placement_by_type.png
Scale: 3 px per um. Fill, decap, tap and diode cells in grey.
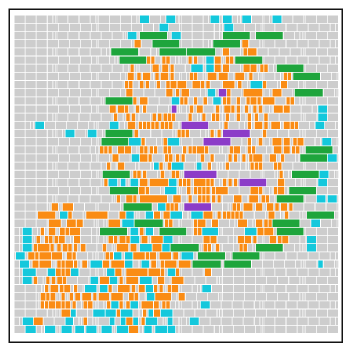
clk_routes.png
Scale: 4 px per um.
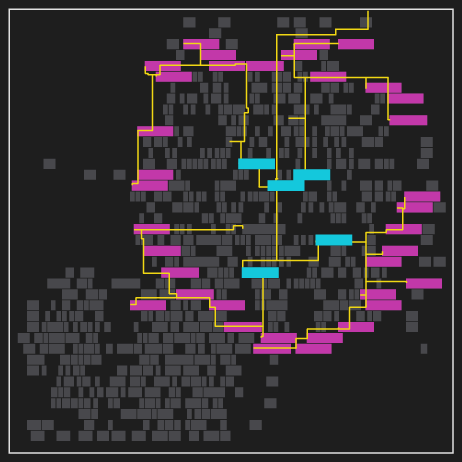
detail.png
Region (43, 43) to (68, 68) um. Cells in grey, sequential cells in the stronger grey; small squares are vias.
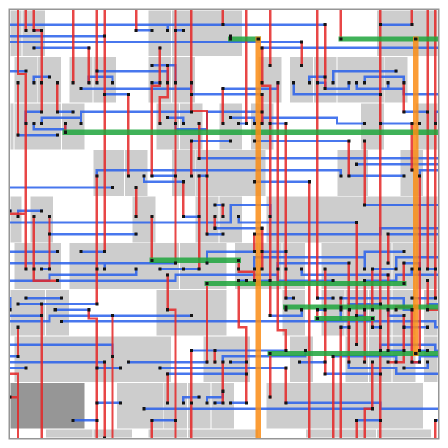
clocks.png
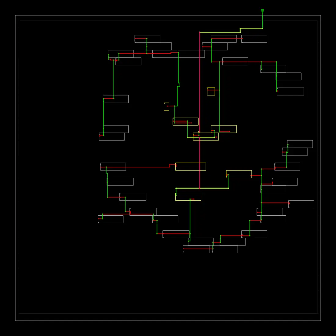
==> config.mk <==
export PLATFORM = sky130hd
export DESIGN_NAME = multicycle_controller
export DESIGN_NICKNAME = d
export VERILOG_FILES = /design/src/rtl/multicycle_controller.sv
export SDC_FILE = /design/constraint.sdc
export NUM_CORES = 1
export LEC_CHECK = 0
export ABC_AREA = 1
export CAP_MARGIN = 20
export CORE_UTILIZATION = 25
export DETAILED_ROUTE_END_ITERATION = 6
export GPL_TIMING_DRIVEN = 0
export MAX_ROUTING_LAYER = met4
export SLEW_MARGIN = 5
export SYNTH_ARGS = -nofsm -noshare
export SYNTH_HDL_FRONTEND = slang
export SYNTH_SLANG_ARGS = --single-unit
==> constraint.sdc <==
create_clock -name clk -period 1.5 [get_ports clk]
set_input_delay 0.225 -clock clk [delete_from_list [all_inputs] [get_ports clk]]
set_output_delay 0.225 -clock clk [all_outputs]
set_load 0.02 [all_outputs]
==> src/rtl/multicycle_controller.sv <==
// Control FSM for the RV32I multicycle core: sequences fetch, decode, execute,
// memory and writeback, raises a sticky trap on illegal encodings, counts retirements.
module multicycle_controller #(
  parameter int ALUCTRL_W = 3,
  parameter int CNT_W     = 32
) (
  input  logic                 clk,
  input  logic                 rst_n,
  input  logic [6:0]           opcode,
  input  logic [2:0]           funct3,
  input  logic                 funct7b5,
  input  logic                 N,
  input  logic                 Z,
  input  logic                 C,
  input  logic                 V,
  input  logic                 mem_ready,
  output logic                 mem_read,
  output logic                 dmem_write,
  output logic                 adr_sel,
  output logic                 ir_write,
  output logic                 PC_write,
  output logic [1:0]           ALU_asel,
  output logic [1:0]           ALU_bsel,
  output logic [1:0]           result_sel,
  output logic [2:0]           ximm_sel,
  output logic [ALUCTRL_W-1:0] ALU_control,
  output logic                 regfile_wren,
  output logic                 illegal,
  output logic [CNT_W-1:0]     instret
);

  localparam logic [3:0] S_FETCH    = 4'd0;
  localparam logic [3:0] S_DECODE   = 4'd1;
  localparam logic [3:0] S_MEMADR   = 4'd2;
  localparam logic [3:0] S_MEMREAD  = 4'd3;
  localparam logic [3:0] S_MEMWB    = 4'd4;
  localparam logic [3:0] S_MEMWRITE = 4'd5;
  localparam logic [3:0] S_EXEC_R   = 4'd6;
  localparam logic [3:0] S_EXEC_I   = 4'd7;
  localparam logic [3:0] S_ALUWB    = 4'd8;
  localparam logic [3:0] S_BRANCH   = 4'd9;
  localparam logic [3:0] S_JAL      = 4'd10;
  localparam logic [3:0] S_JALR     = 4'd11;
  localparam logic [3:0] S_LUI      = 4'd12;
  localparam logic [3:0] S_AUIPC    = 4'd13;
  localparam logic [3:0] S_TRAP     = 4'd14;

  localparam logic [6:0] OP_LOAD   = 7'b0000011;
  localparam logic [6:0] OP_STORE  = 7'b0100011;
  localparam logic [6:0] OP_REG    = 7'b0110011;
  localparam logic [6:0] OP_IMM    = 7'b0010011;
  localparam logic [6:0] OP_BRANCH = 7'b1100011;
  localparam logic [6:0] OP_JAL    = 7'b1101111;
  localparam logic [6:0] OP_JALR   = 7'b1100111;
  localparam logic [6:0] OP_LUI    = 7'b0110111;
  localparam logic [6:0] OP_AUIPC  = 7'b0010111;

  localparam logic [3:0] ALU_ADD  = 4'd0;
  localparam logic [3:0] ALU_SUB  = 4'd1;
  localparam logic [3:0] ALU_AND  = 4'd2;
  localparam logic [3:0] ALU_OR   = 4'd3;
  localparam logic [3:0] ALU_XOR  = 4'd4;
  localparam logic [3:0] ALU_SLT  = 4'd5;
  localparam logic [3:0] ALU_SLTU = 4'd6;
  localparam logic [3:0] ALU_SLL  = 4'd7;
  localparam logic [3:0] ALU_SRL  = 4'd8;
  localparam logic [3:0] ALU_SRA  = 4'd9;

  localparam logic [1:0] A_PC    = 2'b00;
  localparam logic [1:0] A_OLDPC = 2'b01;
  localparam logic [1:0] A_RS1   = 2'b10;
  localparam logic [1:0] A_ZERO  = 2'b11;
  localparam logic [1:0] B_RS2   = 2'b00;
  localparam logic [1:0] B_IMM   = 2'b01;
  localparam logic [1:0] B_FOUR  = 2'b10;

  localparam logic [2:0] IMM_I = 3'b000;
  localparam logic [2:0] IMM_S = 3'b001;
  localparam logic [2:0] IMM_B = 3'b010;
  localparam logic [2:0] IMM_J = 3'b011;
  localparam logic [2:0] IMM_U = 3'b100;

  logic [3:0]       r_state;
  logic [3:0]       w_next_state;
  logic [CNT_W-1:0] r_instret;
  logic             w_alu_supported;
  logic             w_branch_taken;
  logic             w_retire;
  logic [3:0]       w_alu_op;

  // funct7b5 picks sub only for register-register ops; for immediates it only picks sra.
  function automatic logic [3:0] alu_decode(input logic [2:0] f3, input logic alt,
                                            input logic sub_ok);
    logic [3:0] op;
    case (f3)
      3'b000:  op = (alt && sub_ok) ? ALU_SUB : ALU_ADD;
      3'b001:  op = ALU_SLL;
      3'b010:  op = ALU_SLT;
      3'b011:  op = ALU_SLTU;
      3'b100:  op = ALU_XOR;
      3'b101:  op = alt ? ALU_SRA : ALU_SRL;
      3'b110:  op = ALU_OR;
      default: op = ALU_AND;
    endcase
    return op;
  endfunction

  always_comb begin
    w_alu_supported = (ALUCTRL_W >= 4) || (funct3 == 3'b000) || (funct3 == 3'b010) ||
                      (funct3 == 3'b110) || (funct3 == 3'b111);
  end

  // C is "no borrow" from rs1 - rs2, so C=1 means rs1 >= rs2 unsigned.
  always_comb begin
    case (funct3)
      3'b000:  w_branch_taken = Z;
      3'b001:  w_branch_taken = ~Z;
      3'b100:  w_branch_taken = N ^ V;
      3'b101:  w_branch_taken = ~(N ^ V);
      3'b110:  w_branch_taken = ~C;
      3'b111:  w_branch_taken = C;
      default: w_branch_taken = 1'b0;
    endcase
  end

  always_comb begin
    w_next_state = r_state;
    case (r_state)
      S_FETCH:    w_next_state = mem_ready ? S_DECODE : S_FETCH;
      S_DECODE: begin
        case (opcode)
          OP_LOAD, OP_STORE: w_next_state = S_MEMADR;
          OP_REG:    w_next_state = w_alu_supported ? S_EXEC_R : S_TRAP;
          OP_IMM:    w_next_state = w_alu_supported ? S_EXEC_I : S_TRAP;
          OP_BRANCH: w_next_state = (funct3[2:1] == 2'b01) ? S_TRAP : S_BRANCH;
          OP_JAL:    w_next_state = S_JAL;
          OP_JALR:   w_next_state = (funct3 == 3'b000) ? S_JALR : S_TRAP;
          OP_LUI:    w_next_state = S_LUI;
          OP_AUIPC:  w_next_state = S_AUIPC;
          default:   w_next_state = S_TRAP;
        endcase
      end
      S_MEMADR:   w_next_state = (opcode == OP_STORE) ? S_MEMWRITE : S_MEMREAD;
      S_MEMREAD:  w_next_state = mem_ready ? S_MEMWB : S_MEMREAD;
      S_MEMWB:    w_next_state = S_FETCH;
      S_MEMWRITE: w_next_state = mem_ready ? S_FETCH : S_MEMWRITE;
      S_EXEC_R:   w_next_state = S_ALUWB;
      S_EXEC_I:   w_next_state = S_ALUWB;
      S_ALUWB:    w_next_state = S_FETCH;
      S_BRANCH:   w_next_state = S_FETCH;
      S_JAL:      w_next_state = S_ALUWB;
      S_JALR:     w_next_state = S_JAL;
      S_LUI:      w_next_state = S_ALUWB;
      S_AUIPC:    w_next_state = S_ALUWB;
      S_TRAP:     w_next_state = S_TRAP;
      default:    w_next_state = S_TRAP;
    endcase
  end

  always_comb begin
    w_retire = (w_next_state == S_FETCH) &&
               ((r_state == S_MEMWB) || (r_state == S_MEMWRITE) ||
                (r_state == S_ALUWB) || (r_state == S_BRANCH));
  end

  always_ff @(posedge clk or negedge rst_n) begin
    if (!rst_n) begin
      r_state   <= S_FETCH;
      r_instret <= '0;
    end else begin
      r_state <= w_next_state;
      if (w_retire) begin
        r_instret <= r_instret + CNT_W'(1);
      end
    end
  end

  always_comb begin
    mem_read     = 1'b0;
    dmem_write   = 1'b0;
    adr_sel      = 1'b0;
    ir_write     = 1'b0;
    PC_write     = 1'b0;
    ALU_asel     = A_PC;
    ALU_bsel     = B_RS2;
    result_sel   = 2'b00;
    ximm_sel     = IMM_I;
    regfile_wren = 1'b0;
    w_alu_op     = ALU_ADD;
    case (r_state)
      S_FETCH: begin
        mem_read   = 1'b1;
        ALU_asel   = A_PC;
        ALU_bsel   = B_FOUR;
        result_sel = 2'b10;
        ir_write   = mem_ready;
        PC_write   = mem_ready;
      end
      S_DECODE: begin
        ALU_asel = A_OLDPC;
        ALU_bsel = B_IMM;
        ximm_sel = IMM_B;
      end
      S_MEMADR: begin
        ALU_asel = A_RS1;
        ALU_bsel = B_IMM;
        ximm_sel = (opcode == OP_STORE) ? IMM_S : IMM_I;
      end
      S_MEMREAD: begin
        adr_sel  = 1'b1;
        mem_read = 1'b1;
      end
      S_MEMWB: begin
        result_sel   = 2'b01;
        regfile_wren = 1'b1;
      end
      S_MEMWRITE: begin
        adr_sel    = 1'b1;
        dmem_write = 1'b1;
      end
      S_EXEC_R: begin
        ALU_asel = A_RS1;
        ALU_bsel = B_RS2;
        w_alu_op = alu_decode(funct3, funct7b5, 1'b1);
      end
      S_EXEC_I: begin
        ALU_asel = A_RS1;
        ALU_bsel = B_IMM;
        ximm_sel = IMM_I;
        w_alu_op = alu_decode(funct3, funct7b5, 1'b0);
      end
      S_ALUWB: begin
        result_sel   = 2'b00;
        regfile_wren = 1'b1;
      end
      S_BRANCH: begin
        ALU_asel = A_RS1;
        ALU_bsel = B_RS2;
        w_alu_op = ALU_SUB;
        PC_write = w_branch_taken;
      end
      S_JAL: begin
        ximm_sel = IMM_J;
        ALU_asel = A_OLDPC;
        ALU_bsel = B_FOUR;
        PC_write = 1'b1;
      end
      S_JALR: begin
        ALU_asel = A_RS1;
        ALU_bsel = B_IMM;
        ximm_sel = IMM_I;
      end
      S_LUI: begin
        ALU_asel = A_ZERO;
        ALU_bsel = B_IMM;
        ximm_sel = IMM_U;
      end
      S_AUIPC: begin
        ALU_asel = A_OLDPC;
        ALU_bsel = B_IMM;
        ximm_sel = IMM_U;
      end
      default: begin
        w_alu_op = ALU_ADD;
      end
    endcase
  end

  // Ops needing the 4-bit encoding trap in decode, so truncation at width 3 is lossless.
  assign ALU_control = ALUCTRL_W'(w_alu_op);
  assign illegal     = (r_state == S_TRAP);
  assign instret     = r_instret;

endmodule

==> flow_summary_export.csv <==
group,metric,value,unit
drt,detail_route.first_pass.iterations,4,
logic_synthesis,post_synth_xor_area_fraction,0.0506,
logic_synthesis,synth-adder-area-share,0.00425,
worst_setup_path,worst_r2r_endpoint,"instret[28]$_DFFE_PN0P_",
worst_setup_path,critical_path_arrival,1.47,ns
clock_tree,post_cts.repair.setup_buffers,20,
finish,layout_buffer_count_excluding_clock_buffers,112,
worst_setup_path,worstPathCellList,"clkdlybuf4s50_1, xor2_1, nor2_1, a211oi_1, o21ai_1, nand2_1, nand3_2, buf_6",
logic_synthesis,synth.avg_cell_area,6.21,um2
worst_setup_path,critPathMaxStageDelay,0.47,ns
logic_synthesis,yosys.area.top_type_share,0.306,
logic_synthesis,number_of_flops_mapped_to_enable_cells_by_yosys,0,
floorplanning,rows,39,
logic_synthesis,postSynth.topFlopCell,"sky130_fd_sc_hd__dfrtp_1",
grt,vias_in_the_first_global_route,3175,
clock_tree,cts-root-buf,"sky130_fd_sc_hd__clkbuf_16",
clock_tree,tritoncts_clock_tree,"done",
logic_synthesis,synth_area,2950,um2
clock_tree,cts-root-to-sink-buffers,2,
logic_synthesis,compound_area_frac,0.0421,
worst_setup_path,maximum_net_fanout_on_the_critical_path,1,
logic_synthesis,synth.yosys.chip_area,2950,um2
grt,antenna_violations_before_repair,0,
finish,final.fill_count,1202,
floorplanning,chipHeight,111,um
power_and_ir_drop,fin_total_pwr,2300,uW
drt,maxUsedRoutingLayer,"met4",
outcome,violations_in_the_final_reports,"setup timing",
clock_tree,cts.reportedPaths.clkPinSlew,0.06,ns
place,detailed_place_hpwl,7260,um
grt,grtUsageMet2,0.276,
finish,layout_top_cells_excl_fill_tap,"168 x sky130_fd_sc_hd__nand2_1, 61 x sky130_fd_sc_hd__nor2_1, 39 x sky130_fd_sc_hd__dlygate4sd2_1",
place,placed_cells,684,
worst_setup_path,critical_path_buf_inv_count,2,
power_and_ir_drop,seqPwrFrac,0.422,
finish,ff_count,36,
finish,insertedDiodeCount,0,
logic_synthesis,ys.warnings.count,0,
power_and_ir_drop,power_switching,496,uW
logic_synthesis,ys_top_cells_by_area,"sky130_fd_sc_hd__dfrtp_1 31%, sky130_fd_sc_hd__nand2_1 25%, sky130_fd_sc_hd__nor2_1 10%",
final_timing,drv_slew,0,
worst_setup_path,crit_start,"C",
power_and_ir_drop,power.group.top,"clock",
final_timing,period_used_share,1.13,
final_timing,finalSetupViolCount,48,
finish,comb-cell-share,0.475,
power_and_ir_drop,power.share.clock,0.517,
power_and_ir_drop,power.density,512,nW/um2
finish,final_design_utilization,0.392,
finish,layout-area-overhead-vs-synth,52.7,%
grt,grt_pass1_wl,16100,um
power_and_ir_drop,p_sw_frac,0.215,
worst_setup_path,worstSetupEndpoint,"PC_write",
outcome,run_status,"complete, but fails checks",
power_and_ir_drop,powerComb,140,uW
drt,ant_nets,0,
final_timing,final.setup.tns,-6.83,ns
worst_setup_path,r2r_slack,-0.17,ns
final_timing,grt_setup_unrepaired,"true",
worst_setup_path,critical_path.endpoint_type,"output port",
final_timing,hold_ws,0.0341,ns
place,place.gp.congestion,0.942,
clock_tree,post_cts_repair_resize_count,197,
logic_synthesis,top_cell_types_by_occurrence_after_synthesis,"198 x sky130_fd_sc_hd__nand2_1, 79 x sky130_fd_sc_hd__nor2_1, 36 x sky130_fd_sc_hd__dfrtp_1, 34 x sky130_fd_sc_hd__nand4_1, 28 x sky130_fd_sc_hd__inv_1",
worst_setup_path,rr_startpoint,"r_state[1]$_DFF_PN0_",
place,io_buffers,67,
floorplanning,core_area,11500,um2
final_timing,tightest_slew,0.798,ns
drt,number_of_design_rule_violations_left_after_detail_routing,0,
drt,detailroute.via_count,3411,
finish,multiInputCombCellCount,391,
logic_synthesis,ffs_latches_synth,36,
final_timing,setup_ws_final,-0.192,ns
job,stage_log_warnings,29,
logic_synthesis,simple_gate_share,0.524,
clock_tree,cts.htree.levels,2,
finish,largest_reg_flops,32,
grt,global_route.overflow_total,0,
worst_setup_path,critical_path.slowest_cell,"sky130_fd_sc_hd__clkdlybuf4s50_1",
power_and_ir_drop,power_leakage,0.00218,uW
job,drv.max_cap_violation_count,0,
worst_hold_path,min_path_type,"primary input to asynchronous set/reset pin",
logic_synthesis,netlist_instances,474,
logic_synthesis,synth_stat.cells,474,
grt,met3_usage,0.0247,
power_and_ir_drop,power_frac_comb,0.061,
finish,finalInstanceArea,4500,um2
drt,drt-wirelength-per-cell,13.7,um
finish,seq-cell-share,0.202,
drt,met1_length,4420,um
logic_synthesis,asyncSetResetFlopFracSynth,1.00,
grt,grt_max_degree,37,
worst_setup_path,criticalPathCategory,"primary input to output port",
finish,final-nonclk-buf-share,0.216,
worst_setup_path,worstSetupPathDepth,8,
finish,inverters_excl_clock,33,
finish,drive_gt1_frac,0.293,
final_timing,layout_min_cycle_time,1.69,ns
logic_synthesis,synth_sequential_area_ratio,0.306,
drt,wl_met2,4930,um
finish,biggestCellCategory,"logic gates",
logic_synthesis,fp_nets,493,
grt,grt_usage,0.165,
## Picture notes: placement_by_type.png
legend:
  green:
    class: flops
    cells: 36
  purple:
    class: clock drivers and dummy loads
    cells: 8
  orange:
    class: combinational and other logic
    cells: 424
  cyan:
    class: other buffers and delay cells
    cells: 112

## Picture notes: clk_routes.png
legend:
  cyan:
    item: clock drivers
    count: 5
  yellow:
    item: clock wires
    length: 552 um
  magenta:
    item: flip-flops
    count: 36
routed clock nets: 6

## Picture notes: detail.png
legend:
  red:
    layer: metal 2
  blue:
    layer: metal 1
  green:
    layer: metal 3
  orange:
    layer: metal 4
cells with their middle in the window: 64
sequential cells in the window: 0
most frequent: nand2_1 (29), nor2_1 (16), nand3b_1 (4)

## Picture notes: clocks.png
clock buffer count from CTS: 5
clock network power consumption: 1190 uW
number of clock buffers in the layout: 5
source-to-sink clock delay at the later pin of the worst-skew pair: 0.28 ns
clock sinks: 36

No activity file was given, so power comes from the tool's default toggle rates.
